===== config.mk =====
export PLATFORM = sky130hd
export DESIGN_NAME = omr_sheet_scanner
export DESIGN_NICKNAME = d
export VERILOG_FILES = /design/src/rtl/omr_sheet_scanner.sv
export SDC_FILE = /design/constraint.sdc
export NUM_CORES = 1
export LEC_CHECK = 0
export CORE_MARGIN = 1
export CORE_UTILIZATION = 31
export DETAILED_ROUTE_END_ITERATION = 12
export GPL_ROUTABILITY_DRIVEN = 0
export GPL_TIMING_DRIVEN = 0
export HOLD_SLACK_MARGIN = 0.03
export MAX_ROUTING_LAYER = met4
export SETUP_SLACK_MARGIN = 0.05
export SLEW_MARGIN = 20
export SYNTH_ARGS = -nofsm -noshare
export SYNTH_HDL_FRONTEND = slang
export SYNTH_SLANG_ARGS = --single-unit

===== constraint.sdc =====
create_clock -name clk -period 3.3 [get_ports clk]
set_clock_uncertainty 0.1 [all_clocks]
set_input_delay 0.66 -clock clk [delete_from_list [all_inputs] [get_ports clk]]
set_output_delay 0.66 -clock clk [all_outputs]
set_load 0.01 [all_outputs]

===== src/rtl/omr_sheet_scanner.sv =====
// omr_sheet_scanner: thresholds the serial bubble-sample stream (sheet_start, sample_valid/sample_ready, sample_data in) into a one-hot answer word plus blank/multi masks and answered count (answers, blank_mask, multi_mask, answered_cnt, out_valid/out_ready out)
module omr_sheet_scanner #(
  parameter int NUM_Q = 10,
  parameter int NUM_OPT = 4,
  parameter int SAMPLE_W = 8,
  parameter logic [SAMPLE_W-1:0] DARK_THRESH = 8'd128
) (
  input  logic                     clk,
  input  logic                     reset,
  input  logic                     sheet_start,
  input  logic                     sample_valid,
  output logic                     sample_ready,
  input  logic [SAMPLE_W-1:0]      sample_data,
  output logic [NUM_Q*NUM_OPT-1:0] answers,
  output logic [NUM_Q-1:0]         blank_mask,
  output logic [NUM_Q-1:0]         multi_mask,
  output logic [3:0]               answered_cnt,
  output logic                     out_valid,
  input  logic                     out_ready
);
  localparam int QW = $clog2(NUM_Q);
  localparam int OW = $clog2(NUM_OPT);
  localparam int CW = $clog2(NUM_OPT + 1);
  localparam int AW = $clog2(NUM_Q * NUM_OPT);
  typedef enum logic [1:0] {IDLE, SCAN, HOLD} state_t;
  state_t state_q, state_d;
  logic [OW-1:0] opt_q, opt_d;
  logic [QW-1:0] q_q, q_d;
  logic [NUM_OPT-1:0] vec_q, vec_d, vec_nx;
  logic [CW-1:0] cnt_q, cnt_d, cnt_nx;
  logic [NUM_Q*NUM_OPT-1:0] answers_q, answers_d;
  logic [NUM_Q-1:0] blank_q, blank_d, multi_q, multi_d;
  logic [3:0] answered_q, answered_d;
  logic out_valid_q, out_valid_d;
  logic dark, accept, last_opt, last_q;
  logic [AW-1:0] base;
  always_comb begin
    dark = sample_data >= DARK_THRESH;
    accept = sample_valid && state_q == SCAN;
    vec_nx = vec_q | (NUM_OPT'(dark) << opt_q);
    cnt_nx = cnt_q + CW'(dark && cnt_q != CW'(NUM_OPT));
    last_opt = opt_q == OW'(NUM_OPT - 1);
    last_q = q_q == QW'(NUM_Q - 1);
    base = AW'(q_q) * AW'(NUM_OPT);
    state_d = state_q;
    opt_d = opt_q;
    q_d = q_q;
    vec_d = vec_q;
    cnt_d = cnt_q;
    answers_d = answers_q;
    blank_d = blank_q;
    multi_d = multi_q;
    answered_d = answered_q;
    out_valid_d = out_valid_q;
    if (sheet_start && state_q != HOLD) begin
      // start and restart both clear everything; a sample in the same cycle is dropped
      state_d = SCAN;
      opt_d = '0;
      q_d = '0;
      vec_d = '0;
      cnt_d = '0;
      answers_d = '0;
      blank_d = '0;
      multi_d = '0;
      answered_d = '0;
    end else if (accept) begin
      opt_d = last_opt ? '0 : opt_q + 1'b1;
      vec_d = last_opt ? '0 : vec_nx;
      cnt_d = last_opt ? '0 : cnt_nx;
      if (last_opt) begin
        // commit uses the last option's sample folded into vec_nx/cnt_nx
        answers_d[base +: NUM_OPT] = cnt_nx == CW'(1) ? vec_nx : '0;
        blank_d[q_q] = cnt_nx == '0;
        multi_d[q_q] = cnt_nx > CW'(1);
        answered_d = answered_q + 4'(cnt_nx == CW'(1));
        q_d = last_q ? '0 : q_q + 1'b1;
        state_d = last_q ? HOLD : SCAN;
        out_valid_d = last_q;
      end
    end else if (state_q == HOLD && out_ready) begin
      state_d = IDLE;
      out_valid_d = 1'b0;
    end
  end
  always_ff @(posedge clk) begin
    if (reset) begin
      state_q <= IDLE;
      opt_q <= '0;
      q_q <= '0;
      vec_q <= '0;
      cnt_q <= '0;
      answers_q <= '0;
      blank_q <= '0;
      multi_q <= '0;
      answered_q <= '0;
      out_valid_q <= 1'b0;
    end else begin
      state_q <= state_d;
      opt_q <= opt_d;
      q_q <= q_d;
      vec_q <= vec_d;
      cnt_q <= cnt_d;
      answers_q <= answers_d;
      blank_q <= blank_d;
      multi_q <= multi_d;
      answered_q <= answered_d;
      out_valid_q <= out_valid_d;
    end
  end
  assign sample_ready = state_q == SCAN;
  assign answers = answers_q;
  assign blank_mask = blank_q;
  assign multi_mask = multi_q;
  assign answered_cnt = answered_q;
  assign out_valid = out_valid_q;
endmodule


==> PnR_summary.wiki, run 1 <==
=== Synthesis and place and route ===
{| class="wikitable"
! Metric !! Value
|-
| Syn Area/Cell || 8.24 µm²
|-
| Synth area leaders || sky130_fd_sc_hd__dfxtp_1 (47%), sky130_fd_sc_hd__nand2_1 (8.5%), sky130_fd_sc_hd__mux2i_1 (6.7%), sky130_fd_sc_hd__a21oi_1 (5.0%), sky130_fd_sc_hd__nor2_1 (4.8%)
|-
| Most used routing layer || met2
|-
| Post-Syn Instances || 416
|-
| Run status || completed
|-
| Count of pins on the block boundary || 79
|-
| Met2 routed wirelength || 4440 µm
|-
| Post-synthesis share of cell area spent on xor and xnor gates || 0.00766
|-
| CP Capture Point || answered_cnt[2]
|-
| Slew at the pin with the worst max-slew slack || 0.816 ns
|-
| Synth Area in Adders || 0.0365
|-
| Endpoint of the lowest-slack register-to-register path || answers[8]
|-
| Nature of the critical path startpoint || primary input
|-
| Worst Hold Path EP || answers[5]
|-
| DIE AREA || 0.0115 mm²
|-
| Register cell area after layout || 0.00160 mm²
|-
| Clock network power || 0.000785 W
|-
| Global-route track usage on met3 || 0.0413
|-
| Internal || 0.00141 W
|-
| Ratio of cells with drive above 1 in the final layout || 0.0636
|-
| Cell count listed in synth_stat.txt || between 400 and 500
|-
| Cells traversed along the worst timing path || clkdlybuf4s50_1 -> a21boi_0 -> ha_1 -> ha_1 -> xnor2_2 -> nand2_1 -> clkbuf_2 -> nor2_1 -> ha_1 -> ha_1 -> nand2_1 -> xor2_1 -> nor2_1
|-
| Predominant post-synthesis flop cell || sky130_fd_sc_hd__dfxtp_1
|-
| Number of antenna violations at the first check in global routing || 0
|-
| Floorplan die width || 107 µm
|-
| TritonCTS Buffers || 9
|-
| Number of max-capacitance violations reported || 0
|-
| Number of vias per cell || between 4 and 5
|-
| Dpl ws || -0.579 ns
|-
| Startpoint of the worst-slack reg-to-reg timing path || q_q[0]
|-
| Final HPWL from detailed placement || 6640 µm
|-
| Combinational gate area || 0.00172 mm²
|-
| Power density relative to cell area || slightly below 400 mW/mm²
|-
| Peak supply drop || 0.183 mV
|-
| Number of non-clock buffers || approximately 94
|-
| Power dissipated in combinational cells || 0.0000547 W
|-
| Gr ovfl total || 0
|-
| Switching power summed over all nets || approximately 0.00040 W
|-
| Pin count of the biggest net entering global routing || 14
|-
| ANT cells || 0
|-
| Warnings from Yosys || 0
|-
| Clk latency late pin || 0.36 ns
|-
| Number of distinct library cells after synthesis || about 46
|-
| Clock H-tree levels || 3
|-
| Post-DP Area || about 0.0043 mm²
|-
| TritonCTS clock tree || built
|-
| Peak Freq || 322 MHz
|-
| Clock period minus worst slack || 3.10 ns
|-
| CTS Buffer Depth || 2
|-
| Cell Count, Final, Fillers Out || 643
|-
| Post-cts resize count || 3
|}
Figure 1. Cell area per tile (run 1).
The die is cut into 11 by 11 equal tiles; white is low, dark blue is high, 0 to 100% covered.
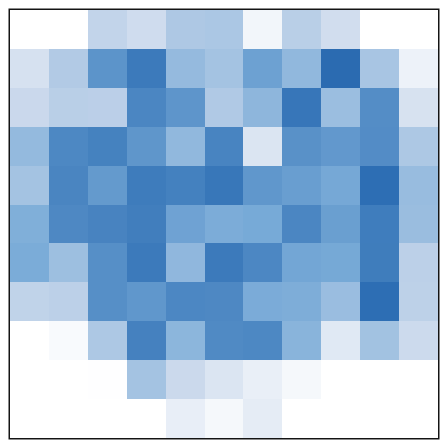
tiles over 75% full = 1.7%
nearly empty tiles = 16%
fullest tile = 76%
mean over tiles = 38%

Figure 2. Cell outlines without signal wires (run 1).
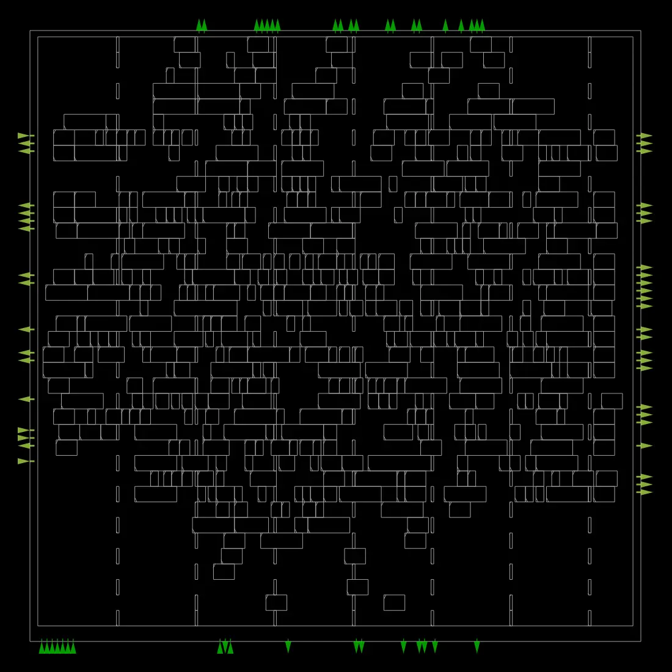
number of cell rows: 38
count of flip-flops and latches: 80

Figure 3. Signal wires on met1 (run 1).
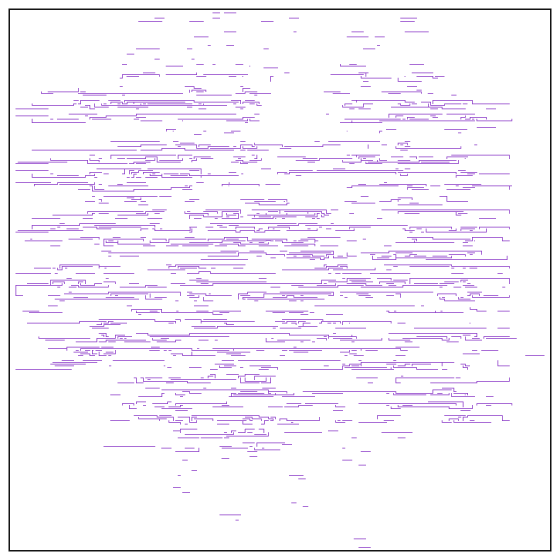
share of all routed wire = 47%
main direction = horizontal
nets with wire on the layer = 461
wire length on this layer = 4,300 µm

==> run 2, diff against run 1 <==
--- a/config.mk
+++ b/config.mk
@@ -8,7 +8,6 @@
 export CORE_MARGIN = 1
 export CORE_UTILIZATION = 31
 export DETAILED_ROUTE_END_ITERATION = 12
-export GPL_ROUTABILITY_DRIVEN = 0
 export GPL_TIMING_DRIVEN = 0
 export HOLD_SLACK_MARGIN = 0.03
 export MAX_ROUTING_LAYER = met4
Figure 4. Cell area per tile (run 2).
The die is cut into 11 by 11 equal tiles; white is low, dark blue is high, 0 to 100% covered.
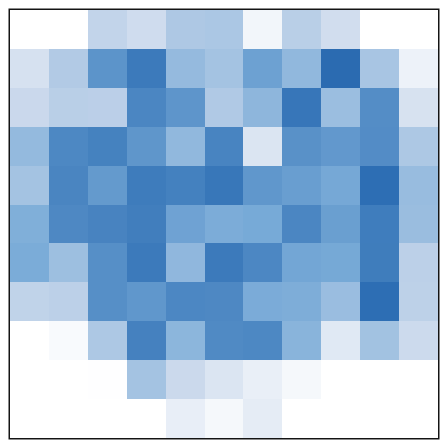
fullest tile = 76%
mean over tiles = 38%
nearly empty tiles = 16%
tiles over 75% full = 1.7%

==> PnR_summary.wiki, run 2 <==
=== Synthesis and place and route ===
{| class="wikitable"
! Metric !! Value
|-
| Slew at the pin with the worst max-slew slack || 0.816 ns (unchanged)
|-
| Clock H-tree levels || 3 (unchanged)
|-
| Power density relative to cell area || 397 mW/mm² (unchanged)
|-
| Dpl ws || -0.579 ns (unchanged)
|-
| Pin count of the biggest net entering global routing || 14 (unchanged)
|-
| Clock period minus worst slack || 3.10 ns (unchanged)
|-
| Register cell area after layout || 0.00160 mm² (unchanged)
|-
| Combinational gate area || 0.00172 mm² (unchanged)
|-
| Endpoint of the lowest-slack register-to-register path || answers[8] (unchanged)
|-
| Fraction of standard cell area in multi-input logic || 0.377 (unchanged)
|-
| CP Capture Point || answered_cnt[2] (unchanged)
|-
| DIE AREA || 0.0115 mm² (unchanged)
|-
| Floorplan die width || 107 µm (unchanged)
|-
| Peak Freq || 322 MHz (unchanged)
|-
| Number of cell rows || 38 (unchanged)
|-
| Largest family of logic cells by area || simple AND/OR/NAND/NOR gates (unchanged)
|-
| Ratio of cells with drive above 1 in the final layout || 0.0636 (unchanged)
|-
| Synth Area in Adders || 0.0365 (unchanged)
|-
| Switching power summed over all nets || 0.000399 W (unchanged)
|-
| Synth area leaders || sky130_fd_sc_hd__dfxtp_1 (47%), sky130_fd_sc_hd__nand2_1 (8.5%), sky130_fd_sc_hd__mux2i_1 (6.7%), sky130_fd_sc_hd__a21oi_1 (5.0%), sky130_fd_sc_hd__nor2_1 (4.8%) (unchanged)
|-
| Post-DP Area || 0.00432 mm² (unchanged)
|-
| Nature of the critical path startpoint || primary input (unchanged)
|-
| Met2 routed wirelength || 4440 µm (unchanged)
|-
| Most used routing layer || met2 (unchanged)
|-
| Number of non-clock buffers || 94 (unchanged)
|-
| Cells traversed along the worst timing path || clkdlybuf4s50_1 -> a21boi_0 -> ha_1 -> ha_1 -> xnor2_2 -> nand2_1 -> clkbuf_2 -> nor2_1 -> ha_1 -> ha_1 -> nand2_1 -> xor2_1 -> nor2_1 (unchanged)
|-
| Power dissipated in combinational cells || 0.0000547 W (about the same)
|-
| Gr ovfl total || 0 (unchanged)
|-
| Run status || completed (unchanged)
|-
| CTS Buffer Depth || 2 (unchanged)
|-
| Predominant post-synthesis flop cell || sky130_fd_sc_hd__dfxtp_1 (unchanged)
|-
| Final HPWL from detailed placement || 6640 µm (unchanged)
|-
| Count of flip-flops and latches || 80 (unchanged)
|-
| Worst Hold Path EP || answers[5] (unchanged)
|-
| Max power group || registers (unchanged)
|-
| Peak supply drop || 0.183 mV (unchanged)
|-
| ANT cells || 0 (unchanged)
|-
| Number of antenna violations at the first check in global routing || 0 (unchanged)
|-
| Number of distinct library cells after synthesis || 46 (unchanged)
|-
| Cell Count, Final, Fillers Out || 643 (unchanged)
|-
| Clock network power || 0.000785 W (about the same)
|-
| Post-cts resize count || 3 (unchanged)
|-
| Internal || 0.00141 W (unchanged)
|-
| Count of pins on the block boundary || 79 (unchanged)
|-
| Post-synthesis share of cell area spent on xor and xnor gates || 0.00766 (unchanged)
|-
| Post-Syn Instances || 416 (unchanged)
|-
| Startpoint of the worst-slack reg-to-reg timing path || q_q[0] (unchanged)
|-
| TritonCTS clock tree || built (unchanged)
|-
| Warnings from Yosys || 0 (unchanged)
|}
Figure 5. Sequential cells grouped by signal name (run 2).
Other sequential cells in the stronger grey, the rest of the logic in the fainter grey.
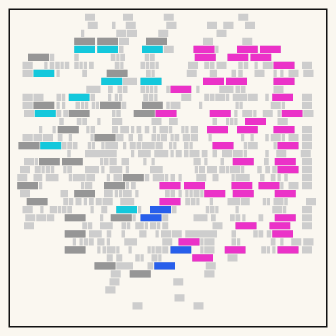
cyan -> `multi_mask`  # flops 10
blue -> `vec_q`  # flops 4
magenta -> `answers`  # flops 40
not coloured = 26

Figure 6. Signal wires on met1 (run 2).
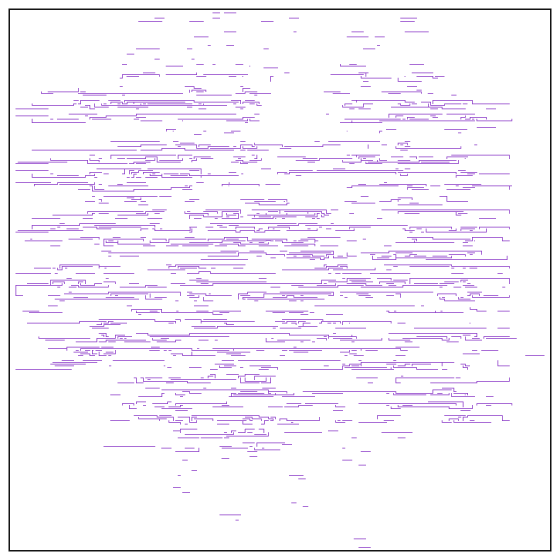

==> run 3, diff against run 2 <==
--- a/config.mk
+++ b/config.mk
@@ -10,7 +10,6 @@
 export DETAILED_ROUTE_END_ITERATION = 12
 export GPL_TIMING_DRIVEN = 0
 export HOLD_SLACK_MARGIN = 0.03
-export MAX_ROUTING_LAYER = met4
 export SETUP_SLACK_MARGIN = 0.05
 export SLEW_MARGIN = 20
 export SYNTH_ARGS = -nofsm -noshare
Figure 7. Signal wires on met1 (run 3).
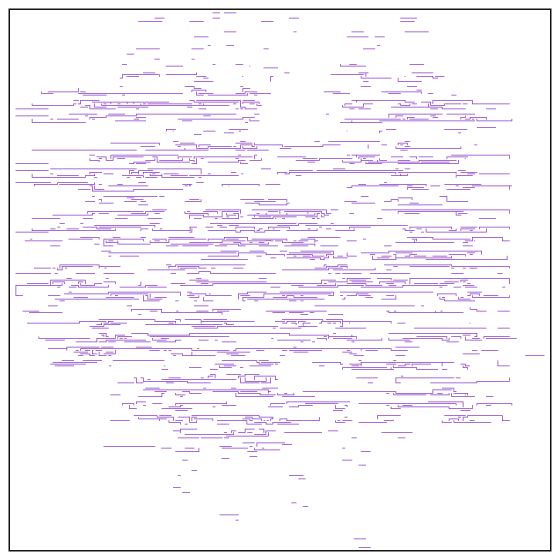
met1 track demand over resource in global routing: 0.215
vias after detailed routing: 3,168

==> PnR_summary.wiki, run 3 <==
=== Synthesis and place and route ===
{| class="wikitable"
! Metric !! Value
|-
| Number of max-capacitance violations reported || 0 (unchanged)
|-
| TritonCTS Buffers || 9 (unchanged)
|-
| Fraction of standard cell area in multi-input logic || 0.377 (unchanged)
|-
| Post-cts resize count || 3 (unchanged)
|-
| Most used routing layer || met2 (unchanged)
|-
| Switching power summed over all nets || 0.000399 W (about the same)
|-
| Endpoint of the lowest-slack register-to-register path || answers[8] (unchanged)
|-
| Count of pins on the block boundary || 79 (unchanged)
|-
| Ratio of cells with drive above 1 in the final layout || 0.0636 (unchanged)
|-
| Number of distinct library cells after synthesis || 46 (unchanged)
|-
| Largest family of logic cells by area || simple AND/OR/NAND/NOR gates (unchanged)
|-
| Met2 routed wirelength || 4400 µm (was 4440 µm)
|-
| Syn Area/Cell || 8.24 µm² (unchanged)
|-
| Count of flip-flops and latches || 80 (unchanged)
|-
| Dpl ws || -0.579 ns (unchanged)
|-
| Internal || 0.00141 W (about the same)
|-
| DIE AREA || 0.0115 mm² (unchanged)
|-
| Number of cell rows || 38 (unchanged)
|-
| Cell Count, Final, Fillers Out || 643 (unchanged)
|-
| Gr ovfl total || 0 (unchanged)
|-
| TritonCTS clock tree || built (unchanged)
|-
| Global-route track usage on met3 || 0.0438 (was 0.0413)
|-
| Floorplan die width || 107 µm (unchanged)
|-
| Number of non-clock buffers || 94 (unchanged)
|-
| Number of antenna violations at the first check in global routing || 0 (unchanged)
|-
| Number of vias per cell || 4.93 (was 4.94)
|-
| Synth area leaders || sky130_fd_sc_hd__dfxtp_1 (47%), sky130_fd_sc_hd__nand2_1 (8.5%), sky130_fd_sc_hd__mux2i_1 (6.7%), sky130_fd_sc_hd__a21oi_1 (5.0%), sky130_fd_sc_hd__nor2_1 (4.8%) (unchanged)
|-
| Warnings from Yosys || 0 (unchanged)
|-
| Slew at the pin with the worst max-slew slack || 0.809 ns (was 0.816 ns)
|-
| Post-Syn Instances || 416 (unchanged)
|-
| Clock H-tree levels || 3 (unchanged)
|-
| Synth Area in Adders || 0.0365 (unchanged)
|-
| Cells traversed along the worst timing path || clkdlybuf4s50_1 -> a21boi_0 -> ha_1 -> ha_1 -> xnor2_2 -> nand2_1 -> buf_2 -> nor2_1 -> ha_1 -> ha_1 -> nand2_1 -> xor2_1 -> nor2_1 (was clkdlybuf4s50_1 -> a21boi_0 -> ha_1 -> ha_1 -> xnor2_2 -> nand2_1 -> clkbuf_2 -> nor2_1 -> ha_1 -> ha_1 -> nand2_1 -> xor2_1 -> nor2_1)
|-
| Run status || completed (unchanged)
|-
| Peak supply drop || 0.183 mV (about the same)
|-
| Startpoint of the worst-slack reg-to-reg timing path || q_q[0] (unchanged)
|-
| CTS Buffer Depth || 2 (unchanged)
|-
| Clock period minus worst slack || 3.08 ns (was 3.10 ns)
|-
| Power density relative to cell area || 397 mW/mm² (about the same)
|}
Figure 8. Metal 2 (run 3).
Cells faint in the background.
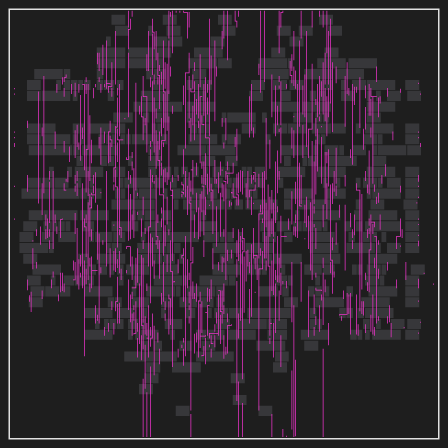
longest straight run = 38.4 µm
share of all routed wire = 48%

Power and IR drop assume default switching activity.
